`src/rtl/clock_display_if.sv`:
```
// clock_display_if: bundles the clock_display control inputs and its time and
// display outputs so that one port carries the whole block interface.
//   one_sec_tick : single-cycle pulse from the timer's one-second output
//   clear        : level-sensitive clear of the time to 00:00:00
//   hold         : freeze time; ticks that arrive while held are dropped
//   sec_bcd, min_bcd, hour_bcd : time of day in BCD {tens, units}
//   rollover     : one-cycle pulse on the 23:59:59 -> 00:00:00 wrap
//   seg_n, dp_n, dig_n : active-low common-anode display drive
// master drives the controls (timer/host side); slave is the clock_display.
interface clock_display_if;
  logic       one_sec_tick;
  logic       clear;
  logic       hold;
  logic [7:0] sec_bcd;
  logic [7:0] min_bcd;
  logic [7:0] hour_bcd;
  logic       rollover;
  logic [6:0] seg_n;
  logic       dp_n;
  logic [5:0] dig_n;

  modport master (
    output one_sec_tick, clear, hold,
    input  sec_bcd, min_bcd, hour_bcd, rollover, seg_n, dp_n, dig_n
  );

  modport slave (
    input  one_sec_tick, clear, hold,
    output sec_bcd, min_bcd, hour_bcd, rollover, seg_n, dp_n, dig_n
  );
endinterface

```
`src/rtl/clock_display.sv`:
```
// clock_display: BCD hours:minutes:seconds time-of-day counter with 24-hour
// wrap, driven by the timer's one-second tick, plus a 6-digit multiplexed
// common-anode 7-segment driver.
//   clk_50m : system clock, all logic on posedge
//   reset   : synchronous active-high reset
//   bus     : clock_display_if.slave (tick/clear/hold in; BCD time,
//             rollover pulse and display drive out)
// SCAN_DIV sets the clk_50m cycles each digit stays enabled (2..2^20).
module clock_display #(
  parameter int SCAN_DIV = 50000
) (
  input  logic clk_50m,
  input  logic reset,
  clock_display_if.slave bus
);

  localparam int CNT_W = (SCAN_DIV > 2) ? $clog2(SCAN_DIV) : 1;
  localparam logic [CNT_W-1:0] CNT_LAST = CNT_W'(SCAN_DIV - 1);

  logic [3:0] su_q, st_q, mu_q, mt_q, hu_q, ht_q;
  logic [3:0] su_d, st_d, mu_d, mt_d, hu_d, ht_d;
  logic       roll_q, roll_d;
  logic [CNT_W-1:0] cnt_q, cnt_d;
  logic [2:0] idx_q, idx_d;
  logic [6:0] seg_q, seg_d;
  logic       dp_q, dp_d;
  logic [5:0] dig_q, dig_d;
  logic [3:0] nib;

  // Active-low segment pattern, bit0 = a ... bit6 = g. Non-BCD codes go dark.
  function automatic logic [6:0] seg_decode(input logic [3:0] v);
    case (v)
      4'd0:    seg_decode = 7'h40;
      4'd1:    seg_decode = 7'h79;
      4'd2:    seg_decode = 7'h24;
      4'd3:    seg_decode = 7'h30;
      4'd4:    seg_decode = 7'h19;
      4'd5:    seg_decode = 7'h12;
      4'd6:    seg_decode = 7'h02;
      4'd7:    seg_decode = 7'h78;
      4'd8:    seg_decode = 7'h00;
      4'd9:    seg_decode = 7'h10;
      default: seg_decode = 7'h7F;
    endcase
  endfunction

  // Time update: clear beats hold, hold beats tick. The carry ripples from
  // seconds units upward; hours wrap on an explicit 23 compare.
  always_comb begin
    su_d   = su_q;
    st_d   = st_q;
    mu_d   = mu_q;
    mt_d   = mt_q;
    hu_d   = hu_q;
    ht_d   = ht_q;
    roll_d = 1'b0;
    if (bus.clear) begin
      su_d = 4'd0;
      st_d = 4'd0;
      mu_d = 4'd0;
      mt_d = 4'd0;
      hu_d = 4'd0;
      ht_d = 4'd0;
    end else if (!bus.hold && bus.one_sec_tick) begin
      if (su_q != 4'd9) begin
        su_d = su_q + 4'd1;
      end else begin
        su_d = 4'd0;
        if (st_q != 4'd5) begin
          st_d = st_q + 4'd1;
        end else begin
          st_d = 4'd0;
          if (mu_q != 4'd9) begin
            mu_d = mu_q + 4'd1;
          end else begin
            mu_d = 4'd0;
            if (mt_q != 4'd5) begin
              mt_d = mt_q + 4'd1;
            end else begin
              mt_d = 4'd0;
              if (ht_q == 4'd2 && hu_q == 4'd3) begin
                ht_d   = 4'd0;
                hu_d   = 4'd0;
                roll_d = 1'b1;
              end else if (hu_q == 4'd9) begin
                hu_d = 4'd0;
                ht_d = ht_q + 4'd1;
              end else begin
                hu_d = hu_q + 4'd1;
              end
            end
          end
        end
      end
    end
  end

  // Scan: slot counter and digit index, free running; only reset touches them.
  always_comb begin
    cnt_d = cnt_q + CNT_W'(1);
    idx_d = idx_q;
    if (cnt_q == CNT_LAST) begin
      cnt_d = '0;
      idx_d = (idx_q == 3'd5) ? 3'd0 : idx_q + 3'd1;
    end
  end

  // Display drive is built from the same index for segments, point and enable,
  // so all three always refer to the same digit.
  always_comb begin
    case (idx_q)
      3'd0:    nib = su_q;
      3'd1:    nib = st_q;
      3'd2:    nib = mu_q;
      3'd3:    nib = mt_q;
      3'd4:    nib = hu_q;
      default: nib = ht_q;
    endcase
    seg_d = seg_decode(nib);
    dig_d = ~(6'b000001 << idx_q);
    dp_d  = !(idx_q == 3'd2 || idx_q == 3'd4);
  end

  always_ff @(posedge clk_50m) begin
    if (reset) begin
      su_q   <= 4'd0;
      st_q   <= 4'd0;
      mu_q   <= 4'd0;
      mt_q   <= 4'd0;
      hu_q   <= 4'd0;
      ht_q   <= 4'd0;
      roll_q <= 1'b0;
      cnt_q  <= '0;
      idx_q  <= 3'd0;
      seg_q  <= 7'h7F;
      dp_q   <= 1'b1;
      dig_q  <= 6'h3F;
    end else begin
      su_q   <= su_d;
      st_q   <= st_d;
      mu_q   <= mu_d;
      mt_q   <= mt_d;
      hu_q   <= hu_d;
      ht_q   <= ht_d;
      roll_q <= roll_d;
      cnt_q  <= cnt_d;
      idx_q  <= idx_d;
      seg_q  <= seg_d;
      dp_q   <= dp_d;
      dig_q  <= dig_d;
    end
  end

  assign bus.sec_bcd  = {st_q, su_q};
  assign bus.min_bcd  = {mt_q, mu_q};
  assign bus.hour_bcd = {ht_q, hu_q};
  assign bus.rollover = roll_q;
  assign bus.seg_n    = seg_q;
  assign bus.dp_n     = dp_q;
  assign bus.dig_n    = dig_q;

endmodule
```
`src/flat_wrapper.sv`:
```
// flat-port wrapper written by rule: the top's interface ports become plain ports
module clock_display_flat 
#(
  parameter int SCAN_DIV = 50000
)
  (clk_50m, reset, bus_one_sec_tick, bus_clear, bus_hold, bus_sec_bcd, bus_min_bcd, bus_hour_bcd, bus_rollover, bus_seg_n, bus_dp_n, bus_dig_n);
  clock_display_if bus_i ();
  input  logic clk_50m;
  input  logic reset;
  input wire logic [$bits(bus_i.one_sec_tick)-1:0] bus_one_sec_tick;
  input wire logic [$bits(bus_i.clear)-1:0] bus_clear;
  input wire logic [$bits(bus_i.hold)-1:0] bus_hold;
  output wire logic [$bits(bus_i.sec_bcd)-1:0] bus_sec_bcd;
  output wire logic [$bits(bus_i.min_bcd)-1:0] bus_min_bcd;
  output wire logic [$bits(bus_i.hour_bcd)-1:0] bus_hour_bcd;
  output wire logic [$bits(bus_i.rollover)-1:0] bus_rollover;
  output wire logic [$bits(bus_i.seg_n)-1:0] bus_seg_n;
  output wire logic [$bits(bus_i.dp_n)-1:0] bus_dp_n;
  output wire logic [$bits(bus_i.dig_n)-1:0] bus_dig_n;
  assign bus_i.one_sec_tick = bus_one_sec_tick;
  assign bus_i.clear = bus_clear;
  assign bus_i.hold = bus_hold;
  assign bus_sec_bcd = bus_i.sec_bcd;
  assign bus_min_bcd = bus_i.min_bcd;
  assign bus_hour_bcd = bus_i.hour_bcd;
  assign bus_rollover = bus_i.rollover;
  assign bus_seg_n = bus_i.seg_n;
  assign bus_dp_n = bus_i.dp_n;
  assign bus_dig_n = bus_i.dig_n;
  clock_display #(.SCAN_DIV(SCAN_DIV)) u_core (.clk_50m(clk_50m), .reset(reset), .bus(bus_i));
endmodule
```
`config.mk`:
```
export PLATFORM = sky130hd
export DESIGN_NAME = clock_display_flat
export DESIGN_NICKNAME = d
export VERILOG_FILES = /design/src/rtl/clock_display_if.sv /design/src/rtl/clock_display.sv /design/src/flat_wrapper.sv
export SDC_FILE = /design/constraint.sdc
export NUM_CORES = 1
export LEC_CHECK = 0
export CAP_MARGIN = 20
export CORE_MARGIN = 10
export CORE_UTILIZATION = 56
export CTS_BUF_LIST = sky130_fd_sc_hd__clkbuf_2 sky130_fd_sc_hd__clkbuf_4 sky130_fd_sc_hd__clkbuf_8
export CTS_CLUSTER_DIAMETER = 60
export DETAILED_ROUTE_END_ITERATION = 12
export MAX_ROUTING_LAYER = met4
export PLACE_DENSITY = 0.87
export SLEW_MARGIN = 20
export SYNTH_ARGS = -nofsm -noshare
export SYNTH_HDL_FRONTEND = slang
export SYNTH_SLANG_ARGS = --single-unit
```
`constraint.sdc`:
```
create_clock -name clk_50m -period 3.3 [get_ports clk_50m]
set_input_delay 0.495 -clock clk_50m [delete_from_list [all_inputs] [get_ports clk_50m]]
set_output_delay 0.495 -clock clk_50m [all_outputs]
set_load 0.005 [all_outputs]
```
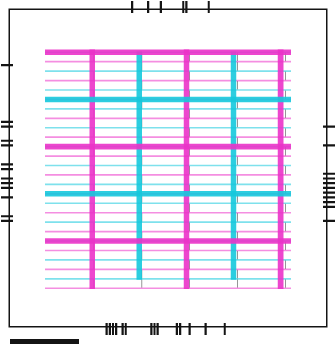
Figure 1: floorplan with the power grid.
The bar under the picture is 20 um long. Pins as bars on the die edge. Tap cells in gray.
[VSS] magenta
[VDD] cyan
met4 straps: 5
tap cells: 67
signal pins: 44
met5 straps: 5
met1 rails: 26
DIE WIDTH: 91.0 um
worst vdd ir: 0.000242 V
Placeable Area: 0.00482 mm2

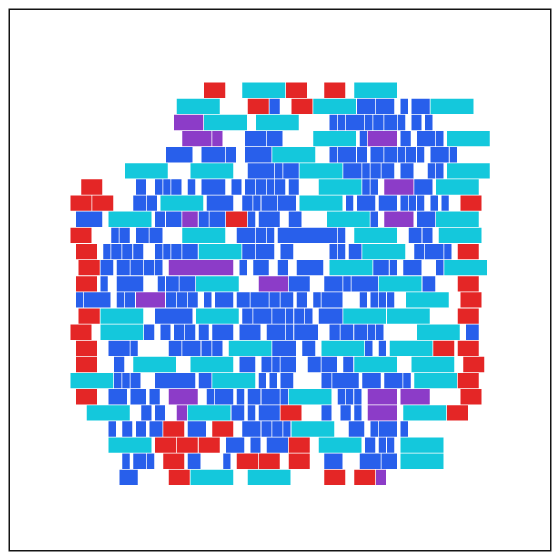
Figure 2: placement by cell class.
[clock drivers and dummy loads] purple | cells: 16
[registers] cyan | cells: 58
[remaining logic cells] blue | cells: 258
[remaining buffers and delay cells] red | cells: 43

==> impl_metrics.py <==
# Generated from Yosys and OpenROAD reports
metrics = {
    "synthesis": {
        "avgSynthCellArea_um2": 8.59,
        "synthCells": 329,
        "ys_warn_count": 0,
        "yosys_area_mm2": 0.00283,
        "yosysTopAreaCellShare_pct": 41.1,
        "ys.flops": 58,
        "yosys_cells": 329,
        "top_cells_by_count": "58 x dfxtp_1, 46 x nor2_1, 28 x nand2_1, 21 x a21oi_1",
    },
    "clocking": {
        "cts_hold_buf": 0,
        "numCtsBuffers": 9,
        "htree_levels": 3,
        "clk_pin_slew_worst_paths_ns": 0.06,
    },
    "layout": {
        "layout_top_cell": "dfxtp_1",
        "buffers_excl_clock": 43,
        "fin_area_mm2": 0.00348,
        "n_all_inverters": 12,
        "utilization_pct": 72.2,
        "nClkBuffers": 11,
        "final_nets": 384,
        "drive_gt1_share_pct": 6.93,
    },
    "sta": {
        "finalCritPeriodShare_pct": 81.4,
        "max_freq_ghz": 0.372,
        "fin_ws_ns": 0.612,
    },
    "critical_path": {
        "start_kind": "register",
        "cp-end-kind": "register",
        "crit_required_ns": 3.52,
        "r2r_slack_ns": 0.61,
        "crit_start": "u_core.idx_q[2]",
        "r2r-start": "u_core.idx_q[2]",
    },
    "global_route": {
        "grt_pass1_vias": 2366,
        "met2_usage_pct": 26.6,
    },
    "run": {
        "drv_cap": 0,
        "warnings": 30,
    },
    "place": {
        "detailed_place.area_mm2": 0.00327,
    },
    "routing": {
        "routed_wl_um": 6730,
        "highest_layer": "met4",
        "wl_per_cell_um": 15.2,
    },
    "status": {
        "status": "finished, final reports clean",
    },
    "floorplan": {
        "floorplan.rows": 25,
    },
}
[flip-flops by register name, indices dropped and copies added (netlist names)]
name / flops
u_core.bus.dig_n: 6
u_core.bus.rollover: 1
u_core.bus.seg_n: 7
u_core.cnt_q: 16
u_core.hu_q: 4
u_core.ht_q: 4
u_core.st_q: 4
u_core.mt_q: 4
u_core.mu_q: 4
u_core.idx_q: 3
u_core.su_q: 4
u_core.bus.dp_n: 1
[power by group]
part / internal [W] / switching, W
Sequential: 0.000709 / 0.00000530
Clock: 0.000385 / 0.000281
Combinational: 0.0000236 / 0.0000223
